File: config.mk
export PLATFORM = sky130hd
export DESIGN_NAME = hazard_scoreboard
export DESIGN_NICKNAME = d
export VERILOG_FILES = /design/src/rtl/hazard_scoreboard.sv
export SDC_FILE = /design/constraint.sdc
export NUM_CORES = 1
export LEC_CHECK = 0
export CORE_ASPECT_RATIO = 1.4
export CORE_MARGIN = 1
export CORE_UTILIZATION = 40
export DETAILED_ROUTE_END_ITERATION = 10
export HOLD_SLACK_MARGIN = 0.02
export MAX_ROUTING_LAYER = met4
export PLACE_DENSITY = 0.7
export SYNTH_ARGS = -nofsm -noshare
export SYNTH_HDL_FRONTEND = slang
export SYNTH_SLANG_ARGS = --single-unit
File: constraint.sdc
create_clock -name clock -period 2.9 [get_ports clock]
set_clock_uncertainty 0.1 [all_clocks]
set_input_delay 0.435 -clock clock [delete_from_list [all_inputs] [get_ports clock]]
set_output_delay 0.435 -clock clock [all_outputs]
set_load 0.05 [all_outputs]
File: src/rtl/hazard_scoreboard.sv
// hazard_scoreboard: RAW-hazard scoreboard and stall/flush controller beside decode.
module hazard_scoreboard #(
  parameter int NUM_REGS    = 8,
  parameter int SEL_W       = (NUM_REGS > 1) ? $clog2(NUM_REGS) : 1,
  parameter int NUM_RD      = 2,
  parameter int NUM_WR      = 2,
  parameter int DEPTH       = 2,
  parameter int FLUSH_STAGE = 1,
  parameter bit BYPASS_LAST = 1,
  parameter int CNT_W       = 16
) (
  input  logic                     clock,
  input  logic                     reset,
  input  logic                     id_valid,
  input  logic [NUM_RD*SEL_W-1:0]  id_rs_sel,
  input  logic [NUM_RD-1:0]        id_rs_en,
  input  logic [NUM_WR*SEL_W-1:0]  id_wr_sel,
  input  logic [NUM_WR-1:0]        id_wr_en,
  input  logic                     flush,
  input  logic                     stall_ext,
  input  logic                     stall_cnt_clr,
  output logic                     id_issue,
  output logic                     stall,
  output logic [NUM_REGS-1:0]      pending_mask,
  output logic [CNT_W-1:0]         stall_count
);
  localparam int VIS = BYPASS_LAST ? DEPTH - 1 : DEPTH;
  logic [DEPTH-1:0]                   s_valid;
  logic [DEPTH-1:0][NUM_WR-1:0]       s_wen;
  logic [DEPTH-1:0][NUM_WR*SEL_W-1:0] s_sel;
  logic                               hazard;
  // Selects at or above NUM_REGS never match because r only spans real registers.
  always_comb begin
    pending_mask = '0;
    for (int i = 0; i < DEPTH; i++)
      for (int k = 0; k < NUM_WR; k++)
        for (int r = 0; r < NUM_REGS; r++)
          if (i < VIS && !reset && s_valid[i] && s_wen[i][k] &&
              s_sel[i][k*SEL_W +: SEL_W] == SEL_W'(r))
            pending_mask[r] = 1'b1;
    hazard = 1'b0;
    for (int k = 0; k < NUM_RD; k++)
      if (id_rs_en[k] && int'(id_rs_sel[k*SEL_W +: SEL_W]) < NUM_REGS &&
          pending_mask[id_rs_sel[k*SEL_W +: SEL_W]])
        hazard = 1'b1;
    hazard = hazard && id_valid;
  end
  assign stall    = (hazard || stall_ext) && !flush && !reset;
  assign id_issue = id_valid && !stall && !flush && !reset;
  // Slots keep shifting during a stall; a flush kills entries leaving slots below FLUSH_STAGE.
  always_ff @(posedge clock or posedge reset) begin
    if (reset) begin
      s_valid     <= '0;
      s_wen       <= '0;
      s_sel       <= '0;
      stall_count <= '0;
    end else begin
      s_valid[0] <= id_issue;
      s_wen[0]   <= id_issue ? id_wr_en : '0;
      s_sel[0]   <= id_wr_sel;
      for (int i = 1; i < DEPTH; i++) begin
        s_valid[i] <= s_valid[i-1] && !(flush && (i - 1) < FLUSH_STAGE);
        s_wen[i]   <= (flush && (i - 1) < FLUSH_STAGE) ? '0 : s_wen[i-1];
        s_sel[i]   <= s_sel[i-1];
      end
      stall_count <= stall_cnt_clr ? '0 :
                     (stall && stall_count != '1) ? stall_count + 1'b1 : stall_count;
    end
  end
endmodule

==> impl_metrics.ini <==
; generated from flow reports
[power]
swShare_pct = 27.0
p_int_uw = 514
power_switching_uw = 190
pwr-share-seq_pct = 51.3
powerClk_uw = 222
p_leak_uw = 0.000987
peakVddDrop_v = 0.000304
seq_power_uw = 362
power.density_nw_per_um2 = 283
clkPwrFrac_pct = 31.6
p_comb_share_pct = 17.1

[yosys]
top_cells_by_count = 25 x dfrtp_1, 13 x nor2_1
ys_chip_area_um2 = 1610
top_cell = dfrtp_1
ff_type = dfrtp_1
synth-edff-count = 0
synth_nets = 192
yosysCellCount = 169
ys_top_cells_by_area = dfrtp_1 39%, mux2_1 4.2%, nand2b_1 3.1%, nor2_1 3.0%, o31ai_1 2.8%
ys_sh_aoi_pct = 17.2
top_area_cell = dfrtp_1
ys_seq_share_pct = 38.9
fa_ha_area_share_pct = 0.777
yosys_warnings = 0
simple_gate_area_share_pct = 33.6
synthesis.area_um2 = 1610
xor_area_share_pct = 0
synth.top_cell.area_share_pct = 38.9
ys_ff = 25
ys_sh_mux_pct = 5.44
synth_cell_types = 42
top_logic_kind = simple AND/OR/NAND/NOR gates
synth-async-reset-ratio_pct = 100
syn_inst = 169

[clocking]
path_clk_slew_ns = 0.10
cts.sinks = 25
cts-root-buf = clkbuf_8
numCtsBuffers = 3
clock_latency_ns = 0.28
cts_tree = yes
htree_levels = 1
cts_buffer_depth = 2

[cells_and_area]
layout.area.comb_um2 = 996
area_delta_synth_final_pct = 54.7
final_common_cell = clkdlybuf4s50_1
final_util_pct = 66.6
num_antenna_cells = 0
final_cells = 281
fillCellCount = 315
layout_top_cells = 35 x clkdlybuf4s50_1, 24 x buf_4, 23 x dfrtp_1, 13 x nor2_1, 9 x buf_12
final_nets = 263
drive_above_1_share_pct = 23.0
flop_area_um2 = 628

[sta]
tightest_slew_ns = 0.796
period_used_pct = 101
fmax_mhz = 342
hold_viol_final = 0
rsz0062_at_grt = yes
finalSetupViolations = 1
fin_ws_ns = -0.0279
relSlewSlack_pct = 46.8
period_needed_ns = 2.93
slew_viol_final = 0

[critical_path]
startpoint = s_valid[0]
endpoint = id_issue
critPathMaxFanout = 6
required_ns = 2.37
crit_type = reg -> out
cp-start-kind = register
reg2reg_from = s_sel[3]
rr_endpoint = stall_count[11]
worst_r2r_path_depth = 8
cp-end-kind = output pin
arrival_ns = 2.39
ff2ff_setup_slack_ns = 0.17

[grt]
grt_max_degree = 25
antenna_found_initial = 0
grt_pass1_vias = 1706

[placement]
globalplace.congestion = 0.988
place_inst = 271
hpwl_um = 3630

[floorplan]
row_count = 26
die-area_um2 = 4290
core_um2 = 3740
initial_utilization_pct = 43.0

[hold_path]
hold_path_class = reg -> reg

[status]
status = complete, but fails checks
violations = negative setup slack

[flow_run]
warning_count = 29
cap_violations = 0

[drt]
dr.pass1.iters = 4
drt_wl_total_um = 4680
vias_per_cell = 5.89
drt_iter0_drc = 47
wire_per_inst_um = 16.6
ant_nets = 0
drc = 0
-- sequential cells by signal, summed over array words and instances (netlist names) --
| name | cells |
|---|---|
| s_wen | 2 |
| s_sel | 6 |
| s_valid | 1 |
| stall_count | 16 |
-- worst min-delay path by stage --
stage	start	end	depth (start not counted)
floorplan	reset	s_sel[0]	1
global placement	stall_count[11]	stall_count[11]	2
detailed placement	stall_count[14]	stall_count[14]	2
CTS	reset	s_sel[3]	2
global route	id_wr_sel[4]	s_sel[4]	1
finish	stall_count[14]	stall_count[14]	2
-- final cells by class --
type                    instances  share of cell area [%]
multi-input cells             131                    40.0
repair buffers                 71                    29.5
clock inverters                 1                   0.352
flip-flops and latches         25                    25.2
inverters                       8                    1.21
well taps                      42                    2.11
clock buffers                   3                    1.66
-- worst max-delay path, stage by stage (launching register included) --
cell      delay, ns
dfrtp_2        0.45
nand4b_1       0.19
o32a_1         0.22
o32ai_1        0.10
or4_4          0.55
nor4_4         0.20
and3_4         0.26
buf_12         0.14
-- layer usage --
layer	wire, um	vias up	share of wire, %	track usage, %
li1	-	789	-	-
met1	1740	786	37	24.5
met2	2580	67	55	44.7
met3	230	13	4.9	4.38
met4	119	0	2.5	7.75
met5	0	-	0	-
-- repair_timing --
item	CTS	global route
gates resized	6	2
buffers inserted	4	1
endpoints found under the hold margin	0	4
endpoints found under the setup margin	7	2
pin swaps	5	2
hold buffers	0	1
-- per-stage QoR --
step	TNS, ns	setup slack (ns)	hold WS [ns]	total power, uW	instance area (um2)
floorplan	-0.0631	-0.0631	0.362	424	1680
CTS	-0.0909	-0.0685	0.127	713	2470
global route	-0.304	-0.205	0.476	739	2490
detailed placement	-4.73	-0.398	0.470	485	2390
finish	-0.0279	-0.0279	0.473	704	2490
global placement	-3.20	-0.304	0.455	482	2390
Fig. 1: pin map
Drawn at 4 px/um. Pins as bars across the die edge, other pins in gray.
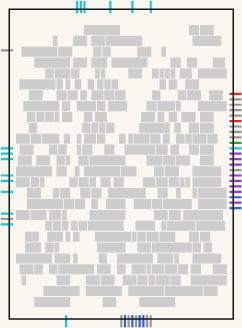
- cyan: `stall_count` (pins 16; direction output; edge 8 west, 6 north, 1 east, 1 south)
- green: `stall` (pins 1; direction output; edge east)
- blue: `id_wr_sel` (pins 6; direction input; edge 4 south, 2 east)
- purple: `pending_mask` (pins 8; direction output; edge east)
- red: `id_rs_en` (pins 2; direction input; edge east)
- all pins by edge: 22 east, 10 west, 10 south, 6 north
Die Span Y: 77.1 um
die width: 55.6 um
input/output buffers: 47

Fig. 2: routed metal, one color a layer
Drawn at 4 px/um.
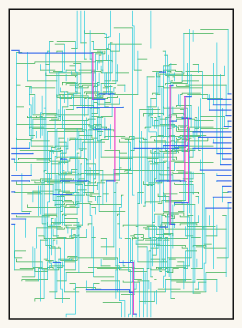
- cyan: met2 (wire length 2,580 um)
- blue: met3 (wire length 231 um)
- green: met1 (wire length 1,740 um)
- magenta: met4 (wire length 120 um)
vias after detailed routing: 1,655
Global Route Usage Sum: 23.8%

Power is estimated from default activity; no workload was simulated.
